===== src/rtl/serial_frame_ctrl.sv =====
// serial_frame_ctrl
// Button-stepped serial frame sequencer. Each single-cycle clk_en consumes one
// serial bit. In HUNT the block looks for HEADER (the first bit received is
// compared against HEADER[3]). In LEN it reads a 4-bit length L, MSB first.
// In PAYLOAD it forwards L+1 bits to ser_out, each with a one-clk valid strobe.
//
// Ports
//   clk           system clock, rising edge
//   rst           asynchronous reset, active low
//   clk_en        step pulse; a serial bit is consumed only when this is 1
//   ser_in        serial data, sampled only when clk_en=1
//   abort         synchronous return to HUNT; wins over clk_en
//   ser_out       last forwarded payload bit (holds between strobes)
//   ser_out_valid one-clk pulse per forwarded payload bit
//   frame_done    one-clk pulse together with the final payload strobe
//   busy          state != HUNT
//   cnt           remaining payload bits minus 1 (hex display)
//   state_dbg     HUNT=0, LEN=1, PAYLOAD=2
module serial_frame_ctrl #(
  parameter logic [3:0] HEADER = 4'b1011
) (
  input  logic       clk,
  input  logic       rst,
  input  logic       clk_en,
  input  logic       ser_in,
  input  logic       abort,
  output logic       ser_out,
  output logic       ser_out_valid,
  output logic       frame_done,
  output logic       busy,
  output logic [3:0] cnt,
  output logic [1:0] state_dbg
);

  typedef enum logic [1:0] {
    HUNT    = 2'd0,
    LEN     = 2'd1,
    PAYLOAD = 2'd2
  } state_t;

  state_t     state, nxt;
  logic [3:0] win;
  logic [2:0] fill;
  logic [3:0] len_sh;
  logic [1:0] len_idx;

  logic [3:0] win_nxt;
  logic       hit;

  // The window including the incoming bit; fill>=3 means the incoming bit is
  // at least the 4th since HUNT entry, so stale zeros never form a header.
  assign win_nxt = {win[2:0], ser_in};
  assign hit     = (win_nxt == HEADER) && (fill >= 3'd3);

  assign busy      = (state != HUNT);
  assign state_dbg = state;

  always_ff @(posedge clk or negedge rst) begin
    if (!rst) state <= HUNT;
    else      state <= nxt;
  end

  always_comb begin
    nxt = state;
    if (abort) begin
      nxt = HUNT;
    end else if (clk_en) begin
      case (state)
        HUNT:    if (hit) nxt = LEN;
        LEN:     if (len_idx == 2'd3) nxt = PAYLOAD;
        PAYLOAD: if (cnt == 4'd0) nxt = HUNT;
        default: nxt = HUNT;
      endcase
    end
  end

  always_ff @(posedge clk or negedge rst) begin
    if (!rst) begin
      win           <= 4'd0;
      fill          <= 3'd0;
      len_sh        <= 4'd0;
      len_idx       <= 2'd0;
      cnt           <= 4'd0;
      ser_out       <= 1'b0;
      ser_out_valid <= 1'b0;
      frame_done    <= 1'b0;
    end else begin
      ser_out_valid <= 1'b0;
      frame_done    <= 1'b0;
      if (abort) begin
        // Bit presented alongside abort is dropped; no strobes this cycle.
        win     <= 4'd0;
        fill    <= 3'd0;
        len_idx <= 2'd0;
        cnt     <= 4'd0;
      end else if (clk_en) begin
        case (state)
          HUNT: begin
            win <= win_nxt;
            if (fill != 3'd4) fill <= fill + 3'd1;
            if (hit) len_idx <= 2'd0;
          end
          LEN: begin
            len_sh  <= {len_sh[2:0], ser_in};
            len_idx <= len_idx + 2'd1;
            if (len_idx == 2'd3) cnt <= {len_sh[2:0], ser_in};
          end
          PAYLOAD: begin
            ser_out       <= ser_in;
            ser_out_valid <= 1'b1;
            if (cnt != 4'd0) begin
              cnt <= cnt - 4'd1;
            end else begin
              // Last bit: restart the hunt from an empty window so header
              // bits never carry across frames.
              frame_done <= 1'b1;
              win        <= 4'd0;
              fill       <= 3'd0;
            end
          end
          default: begin
            win  <= 4'd0;
            fill <= 3'd0;
          end
        endcase
      end
    end
  end

endmodule

===== config.mk =====
export PLATFORM = sky130hd
export DESIGN_NAME = serial_frame_ctrl
export DESIGN_NICKNAME = d
export VERILOG_FILES = /design/src/rtl/serial_frame_ctrl.sv
export SDC_FILE = /design/constraint.sdc
export NUM_CORES = 1
export LEC_CHECK = 0
export CORE_ASPECT_RATIO = 0.7
export CORE_MARGIN = 5
export CORE_UTILIZATION = 45
export DETAILED_ROUTE_END_ITERATION = 8
export GPL_TIMING_DRIVEN = 0
export PLACE_DENSITY = 0.66
export SKIP_LAST_GASP = 1
export SYNTH_ARGS = -nofsm -noshare
export SYNTH_HDL_FRONTEND = slang
export SYNTH_SLANG_ARGS = --single-unit

===== constraint.sdc =====
create_clock -name clk -period 1.9 [get_ports clk]
set_input_delay 0.19 -clock clk [delete_from_list [all_inputs] [get_ports clk]]
set_output_delay 0.19 -clock clk [all_outputs]
set_load 0.02 [all_outputs]

### The metal 3 layer, run 1

The bar under the picture is 20 um long.
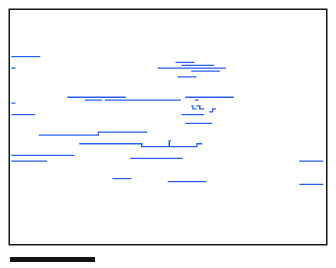
The layer carries 229 um of wire. The longest straight run is 17.5 um.

### Sequential cells colored by netlist name, run 1

Other sequential cells in the stronger gray, the rest of the logic in the fainter gray.
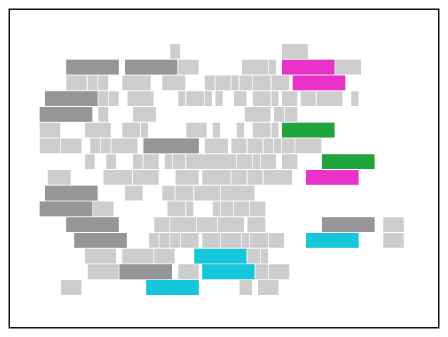
Key: fill = magenta [sequential cells 3]; len_idx = green [sequential cells 2]; cnt = cyan [sequential cells 4, where south]
Another 11 sequential cells are not colored.
final core area utilization: 0.546
power in sequential cells: 0.448 mW
flip-flop and latch area: 502 sq um

==> flow_metrics.env, run 1 <==
# source this file to load flow results
export IMPL_run_status="finished clean"
export IMPL_largestClassByArea="logic gates"
export IMPL_floorplan_die_width_um=73.9
export IMPL_post_synth_mux_area_share=0.0593
export IMPL_clk_share=0.0274
export IMPL_leakage_nw=0.662
export IMPL_gr_usage_all_layers=0.162
export IMPL_place_gp_congestion=0.877
export IMPL_insertedDiodeCount=0
export IMPL_synth_simple_gate_area_share=0.223
export IMPL_postRouteWirelength_mm=2.89
export IMPL_worstHoldPathCells=2
export IMPL_enable_flop_cells=0
export IMPL_multiInputCombCellCount=84
export IMPL_drc=0
export IMPL_worst_r2r_path_depth=5
export IMPL_crit_path_cells="ha_1 > ha_1 > a211oi_1 > nor2_1 > a31o_2"
export IMPL_num_rows=16
export IMPL_min_path_type="primary input to flop"
export IMPL_crit_path_top_delay_cell="dfrtp_1"
export IMPL_drtPass1Iterations=4
export IMPL_final_layout_size_suffix_gt1_frac=0.199
export IMPL_crit_family="AND-OR/OR-AND gates"
export IMPL_setup_reg_to_reg_worst_slack_ns=0.20
export IMPL_most_popular_library_cell_in_the_synthesized_design_by_count="dfrtp_1"
export IMPL_non_clock_buffer_area_share=0.128
export IMPL_power_share_combinational=0.112
export IMPL_unrepaired_setup_endpoints_after_global_routing="false"
export IMPL_compound_area_frac=0.198
### Routed metal, one color a layer, run 1

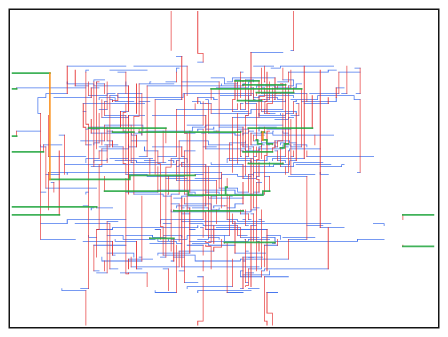
Key: metal 1 = blue [wire length 1390 um]; metal 3 = green [wire length 229 um]; metal 4 = orange [wire length 19.7 um]; metal 2 = red [wire length 1250 um]

### Clock distribution, run 1

The bar under the picture is 20 um long.
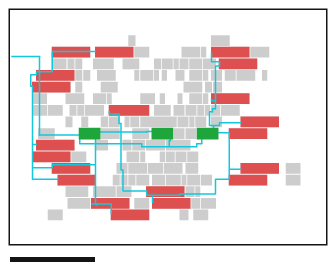
Key: clock drivers = green [count 3]; flip-flops = red [count 20]; clock wires = cyan [length 285 um]
There are 4 routed clock nets.

## run 1: metal layers
layer | part of all wire | vias up | global-route usage
li1 | - | 498 | -
met1 | 0.48 | 502 | 0.218
met2 | 0.43 | 49 | 0.243
met3 | 0.079 | 4 | 0.0514
met4 | 0.0066 | 0 | 0.0602
met5 | 0 | - | 0
## run 1: through the flow
step	setup WS (ns)	hold WS (ns)	instances	power [mW]	area, sq um
after detailed placement	0.226	0.504	169	0.547	1460
after global placement	0.194	0.493	169	0.543	1460
after CTS	0.0446	0.292	172	0.825	1510
after floorplan	0.336	-0.106	120	0.510	1290
after global routing	0.0670	0.342	172	0.853	1510
final	0.201	0.291	172	0.816	1510
### Cell outlines without signal wires, run 1

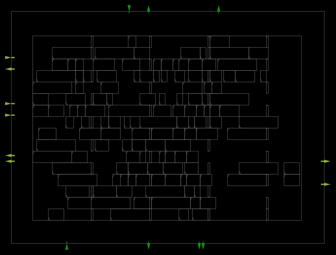

==> run 1 -> run 2 <==
- CAP_MARGIN: unset -> 40
### Cell outlines without signal wires, run 2

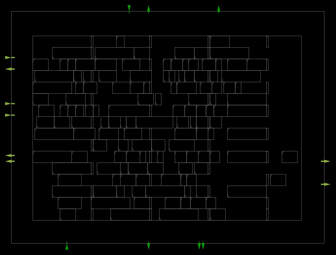
tap cells: 36
count of placed standard cells in the final layout, fillers left out: 173
area of the core region: 2760 sq um

### Routed metal, one color a layer, run 2

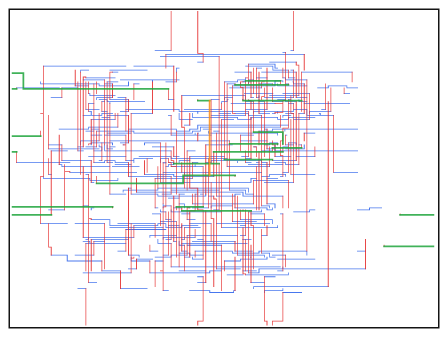
Key: metal 3 = green [wire length 192 um]; metal 1 = blue [wire length 1480 um]; metal 4 = orange [wire length 12.9 um]; metal 2 = red [wire length 1290 um]

### The metal 3 layer, run 2

The bar under the picture is 20 um long.
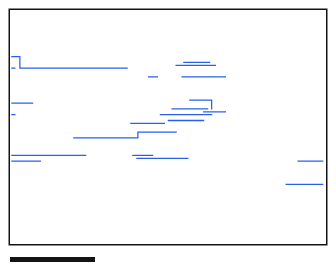
20 nets have wire on it. The layer holds 6.5% of the routed length. The layer carries 192 um of wire.
detailed-route via count: 1034
met3 global-route usage: 0.0440
final WL: 2.97 mm

==> run 2 against run 1 <==
  * Final cell count is 0.58% higher
  * Synthesized cell count did not move
  * Clock power is essentially flat
  * Largest power group unchanged
  * Highest routed layer unchanged
==> flow_metrics.env, run 2 <==
# source this file to load flow results
export IMPL_enable_flop_cells=0
export IMPL_final_layout_size_suffix_gt1_frac=0.204
export IMPL_worst_r2r_path_depth=5
export IMPL_num_rows=16
export IMPL_place_inst=170
export IMPL_drtPass1Iterations=4
export IMPL_synth_warning_count=0
export IMPL_highest_layer="met4"
export IMPL_min_path_type="primary input to asynchronous set/reset pin"
export IMPL_gr_usage_all_layers=0.174
export IMPL_post_route_util=0.551
export IMPL_total_power_mw=0.823
export IMPL_met2_usage=0.256
export IMPL_met1Wirelength_mm=1.48
export IMPL_worst_r2r_startpoint="fill[0]"
export IMPL_ys_cells=120
export IMPL_run_status="finished clean"
export IMPL_postSynthRegisterBits=20
export IMPL_finish_instance_area_sq_um=1520
export IMPL_leakage_nw=0.670
export IMPL_hold_worst_slack_ns=0.247
export IMPL_power_ir_vdd_worst_mv=0.467
export IMPL_pre_cts_slack_ns=0.231
export IMPL_clockRootBuffer="clkbuf_8"
export IMPL_grt_use_met1=0.254
export IMPL_fin_ws_ns=0.195
export IMPL_met2WireLength_mm=1.29
export IMPL_setup_worst_path_start="fill[0]"
export IMPL_area_leaders="dfrtp_1 (39%), ha_1 (5.8%), and4bb_2 (3.9%)"
export IMPL_most_popular_library_cell_in_the_synthesized_design_by_count="dfrtp_1"
export IMPL_route_antenna_remaining_nets=0
export IMPL_setup_reg_to_reg_worst_slack_ns=0.19
export IMPL_detailed_place_area_sq_um=1480
export IMPL_routed_length_on_met3_um=191
export IMPL_synth_simple_gate_area_share=0.223
export IMPL_busiest_layer="met2"
export IMPL_unrepaired_setup_endpoints_after_global_routing="false"
export IMPL_drc=0
export IMPL_compound_area_frac=0.198
export IMPL_ff_latch_area_sq_um=502
export IMPL_insertedDiodeCount=0
export IMPL_place_gp_congestion=0.877
==> run 2: cell counts after synthesis <==
No cell type changed its count.
==> run 2: critical path: stages (launching register included) <==
cell and delay, ns:
dfrtp_1 0.43, ha_1 0.22, ha_1 0.18, a211oi_1 0.43, nor2_1 0.08, a31o_2 0.26
==> run 2: cell type report <==
type,count,share of cell area
well taps,36,0.0296
flip-flops and latches,20,0.329
repair buffers,14,0.0970
plain buffers,7,0.0394
inverters,9,0.0222
clock buffers,3,0.0271
multi-input cells,84,0.455
==> run 2: where the power goes <==
part	internal (mW)	switching [mW]	total, mW
Combinational	0.0382	0.0587	0.0969
Clock	0.141	0.137	0.279
Sequential	0.436	0.0118	0.448
Total	0.615	0.208	0.823
Power and IR drop assume default switching activity.
